## src/rtl/xe4_audio_pkg.sv

```systemverilog
// Shared register map, control bit positions and divider defaults for the XE4 PSG.
package xe4_audio_pkg;

    typedef enum logic [2:0] {
        REG_PER_LO = 3'd0,
        REG_PER_HI = 3'd1,
        REG_DUR_LO = 3'd2,
        REG_DUR_HI = 3'd3,
        REG_VOL    = 3'd4,
        REG_CTRL   = 3'd5,
        REG_RSVD   = 3'd6,
        REG_BUSY   = 3'd7
    } psg_reg_e;

    localparam int CTRL_LEFT  = 0;
    localparam int CTRL_RIGHT = 1;
    localparam int CTRL_LOOP  = 2;

    localparam int DEF_CLK_DIV  = 25;
    localparam int DEF_DUR_DIV  = 20000;
    localparam int DEF_TONE_DIV = 16;

    localparam int PER_W  = 13;
    localparam int DUR_W  = 16;
    localparam int VOL_W  = 5;
    localparam int CTRL_W = 3;

    typedef struct packed {
        logic [PER_W-1:0]  period;
        logic [DUR_W-1:0]  duration;
        logic [VOL_W-1:0]  volume;
        logic [CTRL_W-1:0] ctrl;
    } chan_regs_t;

    function automatic int mix_width(input int num_ch);
        return VOL_W + $clog2(num_ch);
    endfunction

endpackage

```

## src/rtl/xe4_psg_channel.sv

```systemverilog
// One tone channel: CPU-visible registers, pending note, duration countdown,
// square-wave tone generator and output level.
module xe4_psg_channel
    import xe4_audio_pkg::*;
(
    input  logic             clk,
    input  logic             rst_n,
    input  logic             wr_en,
    input  psg_reg_e         reg_sel,
    input  logic [7:0]       wr_data,
    input  logic             dur_tick,
    input  logic             tone_tick,
    output logic [7:0]       rd_data,
    output logic [VOL_W-1:0] level,
    output logic             left_en,
    output logic             right_en,
    output logic             busy
);

    chan_regs_t       regs;
    logic             pending;
    logic [PER_W-1:0] act_per;
    logic [VOL_W-1:0] act_vol;
    logic [DUR_W-1:0] dur_cnt;
    logic [PER_W-1:0] tone_cnt;
    logic             square;
    logic             pend_set;
    logic             load;

    assign pend_set = wr_en && (reg_sel <= REG_VOL);
    assign load     = dur_tick && (dur_cnt == '0) && pending;

    always_ff @(posedge clk or negedge rst_n) begin
        if (!rst_n) begin
            regs <= '0;
        end else if (wr_en) begin
            case (reg_sel)
                REG_PER_LO: regs.period[7:0]    <= wr_data;
                REG_PER_HI: regs.period[12:8]   <= wr_data[4:0];
                REG_DUR_LO: regs.duration[7:0]  <= wr_data;
                REG_DUR_HI: regs.duration[15:8] <= wr_data;
                REG_VOL:    regs.volume         <= wr_data[4:0];
                REG_CTRL:   regs.ctrl           <= wr_data[2:0];
                default:    ;
            endcase
        end
    end

    // A register write in the load cycle re-arms pending, so the new values are not lost.
    always_ff @(posedge clk or negedge rst_n) begin
        if (!rst_n) begin
            pending <= 1'b0;
            busy    <= 1'b0;
            act_per <= '0;
            act_vol <= '0;
            dur_cnt <= '0;
        end else begin
            if (dur_tick) begin
                if (dur_cnt != '0) begin
                    dur_cnt <= dur_cnt - DUR_W'(1);
                end else if (pending) begin
                    act_per <= regs.period;
                    act_vol <= regs.volume;
                    dur_cnt <= regs.duration;
                    busy    <= 1'b1;
                    pending <= 1'b0;
                end else if (regs.ctrl[CTRL_LOOP]) begin
                    dur_cnt <= regs.duration;
                end else begin
                    act_vol <= '0;
                    busy    <= 1'b0;
                end
            end
            if (pend_set) begin
                pending <= 1'b1;
            end
        end
    end

    always_ff @(posedge clk or negedge rst_n) begin
        if (!rst_n) begin
            tone_cnt <= '0;
            square   <= 1'b0;
        end else if (load) begin
            tone_cnt <= regs.period;
        end else if (tone_tick) begin
            if (tone_cnt == '0) begin
                tone_cnt <= act_per;
                square   <= (act_per == '0) ? 1'b1 : ~square;
            end else begin
                tone_cnt <= tone_cnt - PER_W'(1);
            end
        end
    end

    // Period 0 is a DC level, so it must not wait for a tone tick to go high.
    assign level    = (square || (act_per == '0)) ? act_vol : '0;
    assign left_en  = regs.ctrl[CTRL_LEFT];
    assign right_en = regs.ctrl[CTRL_RIGHT];

    always_comb begin
        rd_data = 8'h00;
        case (reg_sel)
            REG_PER_LO: rd_data = regs.period[7:0];
            REG_PER_HI: rd_data = {3'b000, regs.period[12:8]};
            REG_DUR_LO: rd_data = regs.duration[7:0];
            REG_DUR_HI: rd_data = regs.duration[15:8];
            REG_VOL:    rd_data = {3'b000, regs.volume};
            REG_CTRL:   rd_data = {5'b00000, regs.ctrl};
            default:    rd_data = 8'h00;
        endcase
    end

endmodule

```

## src/rtl/xe4_audio_psg.sv

```systemverilog
// XE4 programmable sound generator: CPU decode, NUM_CH tone channels,
// stereo mixer and triangle-compare PWM outputs.
module xe4_audio_psg
    import xe4_audio_pkg::*;
#(
    parameter int         NUM_CH    = 3,
    parameter logic [8:0] BASE_ADDR = 9'h022,
    parameter int         CLK_DIV   = DEF_CLK_DIV,
    parameter int         DUR_DIV   = DEF_DUR_DIV,
    parameter int         TONE_DIV  = DEF_TONE_DIV
)(
    input  logic        sysclk,
    input  logic        sysrst_n,
    input  logic [15:0] Address,
    input  logic [7:0]  InData,
    input  logic        we,
    output logic [7:0]  OutData,
    output logic        LeftChannel,
    output logic        RightChannel
);

    localparam int MW = mix_width(NUM_CH);
    localparam int CW = (CLK_DIV  > 1) ? $clog2(CLK_DIV)  : 1;
    localparam int DW = (DUR_DIV  > 1) ? $clog2(DUR_DIV)  : 1;
    localparam int TW = (TONE_DIV > 1) ? $clog2(TONE_DIV) : 1;
    localparam logic [MW-1:0] TRI_TOP = '1;

    logic [CW-1:0] clk_cnt;
    logic [DW-1:0] dur_pre;
    logic [TW-1:0] tone_pre;
    logic          tick;
    logic          dur_tick;
    logic          tone_tick;

    assign tick      = (clk_cnt == CW'(CLK_DIV - 1));
    assign dur_tick  = tick && (dur_pre == DW'(DUR_DIV - 1));
    assign tone_tick = tick && (tone_pre == TW'(TONE_DIV - 1));

    // Duration and tone prescalers only advance on the 2 MHz tick, keeping their strobes aligned to it.
    always_ff @(posedge sysclk or negedge sysrst_n) begin
        if (!sysrst_n) begin
            clk_cnt  <= '0;
            dur_pre  <= '0;
            tone_pre <= '0;
        end else begin
            clk_cnt <= tick ? '0 : clk_cnt + CW'(1);
            if (tick) begin
                dur_pre  <= dur_tick  ? '0 : dur_pre + DW'(1);
                tone_pre <= tone_tick ? '0 : tone_pre + TW'(1);
            end
        end
    end

    logic             select;
    logic [3:0]       ch_idx;
    psg_reg_e         reg_sel;
    logic [NUM_CH-1:0] busy_vec;
    logic [NUM_CH-1:0] left_vec;
    logic [NUM_CH-1:0] right_vec;
    logic [VOL_W-1:0] level_vec [NUM_CH];
    logic [7:0]       rd_vec    [NUM_CH];

    assign select  = (Address[15:7] == BASE_ADDR);
    assign ch_idx  = Address[6:3];
    assign reg_sel = psg_reg_e'(Address[2:0]);

    for (genvar i = 0; i < NUM_CH; i++) begin : g_ch
        xe4_psg_channel u_ch (
            .clk       (sysclk),
            .rst_n     (sysrst_n),
            .wr_en     (select && we && (ch_idx == 4'(i))),
            .reg_sel   (reg_sel),
            .wr_data   (InData),
            .dur_tick  (dur_tick),
            .tone_tick (tone_tick),
            .rd_data   (rd_vec[i]),
            .level     (level_vec[i]),
            .left_en   (left_vec[i]),
            .right_en  (right_vec[i]),
            .busy      (busy_vec[i])
        );
    end

    logic [7:0] rd_next;

    always_comb begin
        rd_next = 8'h00;
        if (reg_sel == REG_BUSY) begin
            rd_next = 8'(busy_vec);
        end else begin
            for (int i = 0; i < NUM_CH; i++) begin
                if (ch_idx == 4'(i)) begin
                    rd_next = rd_vec[i];
                end
            end
        end
    end

    always_ff @(posedge sysclk or negedge sysrst_n) begin
        if (!sysrst_n) begin
            OutData <= 8'h00;
        end else if (select && !we) begin
            OutData <= rd_next;
        end
    end

    logic [MW-1:0] mix_l;
    logic [MW-1:0] mix_r;

    always_comb begin
        mix_l = '0;
        mix_r = '0;
        for (int i = 0; i < NUM_CH; i++) begin
            if (left_vec[i]) begin
                mix_l = mix_l + MW'(level_vec[i]);
            end
            if (right_vec[i]) begin
                mix_r = mix_r + MW'(level_vec[i]);
            end
        end
    end

    logic [MW-1:0] tri_cnt;
    logic          tri_down;
    logic [MW-1:0] duty_l;
    logic [MW-1:0] duty_r;

    // Duty only changes at the triangle peak, so each high pulse sees one stable compare value.
    always_ff @(posedge sysclk or negedge sysrst_n) begin
        if (!sysrst_n) begin
            tri_cnt      <= '0;
            tri_down     <= 1'b0;
            duty_l       <= '0;
            duty_r       <= '0;
            LeftChannel  <= 1'b0;
            RightChannel <= 1'b0;
        end else begin
            if (!tri_down) begin
                if (tri_cnt == TRI_TOP) begin
                    tri_down <= 1'b1;
                    tri_cnt  <= tri_cnt - MW'(1);
                end else begin
                    tri_cnt <= tri_cnt + MW'(1);
                end
            end else begin
                if (tri_cnt == '0) begin
                    tri_down <= 1'b0;
                    tri_cnt  <= tri_cnt + MW'(1);
                end else begin
                    tri_cnt <= tri_cnt - MW'(1);
                end
            end
            if (tri_cnt == TRI_TOP) begin
                duty_l <= mix_l;
                duty_r <= mix_r;
            end
            LeftChannel  <= (tri_cnt < duty_l);
            RightChannel <= (tri_cnt < duty_r);
        end
    end

endmodule

```

## config.mk

```make
export PLATFORM = sky130hd
export DESIGN_NAME = xe4_audio_psg
export DESIGN_NICKNAME = d
export VERILOG_FILES = /design/src/rtl/xe4_audio_pkg.sv /design/src/rtl/xe4_psg_channel.sv /design/src/rtl/xe4_audio_psg.sv
export SDC_FILE = /design/constraint.sdc
export NUM_CORES = 1
export LEC_CHECK = 0
export CORE_MARGIN = 2
export CORE_UTILIZATION = 55
export CTS_BUF_LIST = sky130_fd_sc_hd__clkbuf_2
export DETAILED_ROUTE_END_ITERATION = 8
export DONT_BUFFER_PORTS = 1
export GPL_ROUTABILITY_DRIVEN = 1
export PLACE_DENSITY = 0.7
export SETUP_SLACK_MARGIN = 0.02
export SLEW_MARGIN = 15
export SYNTH_ARGS = -nofsm -noshare
export SYNTH_HDL_FRONTEND = slang
export SYNTH_SLANG_ARGS = --single-unit
```

## constraint.sdc

```tcl
create_clock -name sysclk -period 4.8 [get_ports sysclk]
set_input_delay 0.48 -clock sysclk [delete_from_list [all_inputs] [get_ports sysclk]]
set_output_delay 0.48 -clock sysclk [all_outputs]
set_load 0.02 [all_outputs]
```

run_1/met3.png
Cells faint in the background.
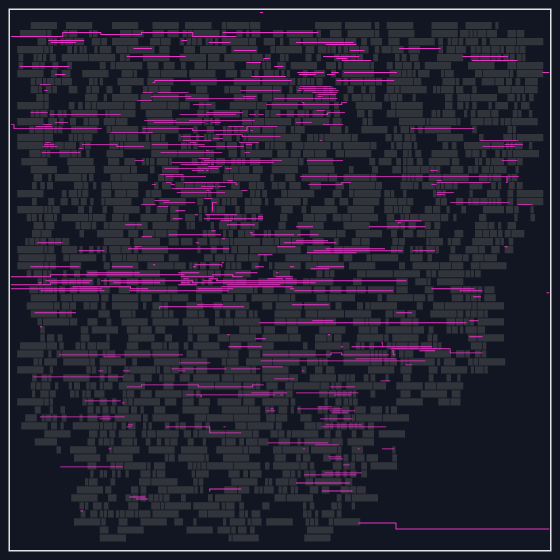
longest straight run: 74.1 um
main direction: horizontal
nets with wire on the layer: 166
via count: 14.1k
final wirelength: 47400 um
met3 Use GR: 6.44%

run_1/gate_families.png
Scale bar: 50 um.
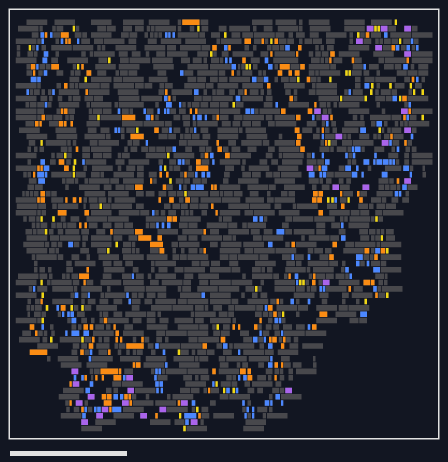
| family | colour | cells | where |
|---|---|---|---|
| inverters | yellow | 78 | spread over the die |
| NAND gates | blue | 216 | spread over the die |
| NOR gates | orange | 205 | spread over the die |
| XOR/XNOR gates | purple | 32 | spread over the die |
logic share of the area: 48.2%
most numerous logic cell after layout: dfrtp_1

==> metrics.yaml, run 1 <==
rr_startpoint: "g_ch[0].u_ch.act_per[11]$_DFFE_PN0P_"
coreArea_sq_mm: 0.0316
power_leader: "sequential cells"
seqAreaFraction_pct: 41.8
largest_area_cell: "dfrtp_1"
simple_gate_share_pct: 15.8
status: "finished, violations left"
holdBufCountCts: 23
p_comb_mw: 0.0876
end_kind: "flop"
violations: "negative hold slack"
antenna_found_initial: 6
nClkBuffers: 119
yosysChipArea_sq_mm: 0.0177
logic_area_sq_mm: 0.00914
n_all_inverters: 78
fin_cells: 2200
dr.first_iter.drc_count: 1168
cp_max_fo: 8
flops: 317
synth.avg_cell_area_sq_um: 10.5
startpoint_type: "flop"
slew_headroom_pct: 20.6
grt_pass1_wl_um: 75600
gp_congestion: 0.895
overflow: 0
flop_cell: "dfrtp_1"
postSynthSeqShare_pct: 44.8
holdWs_ns: -0.783
hold_viol_final: 317
run_1/final_congestion.png
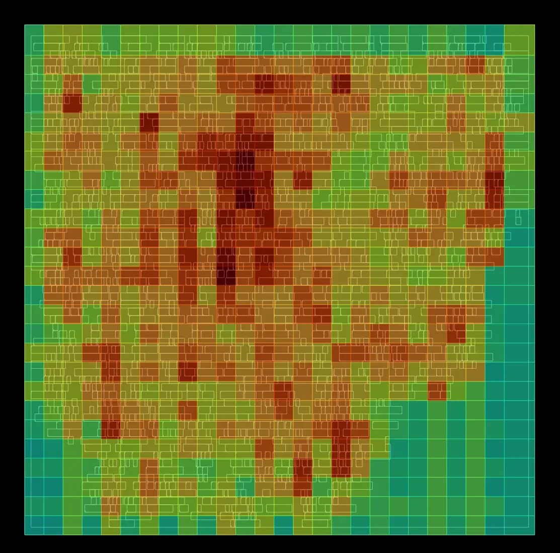
most used routing layer: met2
met2 GRT Util: 43.9%
Core Util, Final: 59.9%
GRT Total Usage: 28.7%
routing usage on met1: 40.2%

==> run 1 -> run 2 <==
- PLACE_DENSITY: 0.7 -> 0.73
- clock period: 4.8 -> 3.61 ns (I/O delays scaled with it)
run_2/clock_map.png
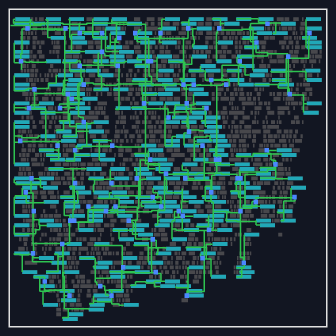
[clock wires] green | length: 4490 um
[cells driving clock nets] blue | count: 84
[flip-flops] cyan | count: 317
routed clock nets: 85
flops lie: spread over the die
clk_lat worst skew: 0.95 ns
Setup Skew: 0.0850 ns
Clock power frac: 39.9%

==> run 2 against run 1 <==
The flow still finishes with violations (negative hold slack). Clock-buffer cell count grew 2. Register-to-register slack lost 0.58 ns. Setup slack lost 0.58 ns. Combinational power grew about 50%. Highest routed layer unchanged. Sequential share of layout area shrank 0.57 points. Critical path type unchanged. Maximum frequency grew 18%. Cell count grew 0.68%. Clock skew grew 0.052 ns. Largest power group unchanged.
==> metrics.yaml, run 2 <==
holdWs_ns: -0.864
slew_headroom_pct: 25.7
simple_gate_share_pct: 15.8
coreArea_sq_mm: 0.0316
p_comb_mw: 0.131
seqAreaFraction_pct: 41.3
synth.avg_cell_area_sq_um: 10.5
antenna_found_initial: 2
gp_congestion: 0.892
violations: "negative hold slack"
flops: 317
hold_viol_final: 317
via_count: 14300
grt-busiest-layer: "met2"
final_util_pct: 60.8
yosysChipArea_sq_mm: 0.0177
dr.first_iter.drc_count: 1500
holdBufCountCts: 28
grtUsageMet2_pct: 45.0
rr_startpoint: "g_ch[1].u_ch.act_per[12]$_DFFE_PN0P_"
final_common_cell: "dfrtp_1"
grtUsageTotal_pct: 29.4
n_all_inverters: 78
largest_area_cell: "dfrtp_1"
status: "finished, violations left"
power_leader: "sequential cells"
logic_area_sq_mm: 0.00923
grt_pass1_wl_um: 77600
Power figures rest on the tool's default switching activity, not on a simulated workload.
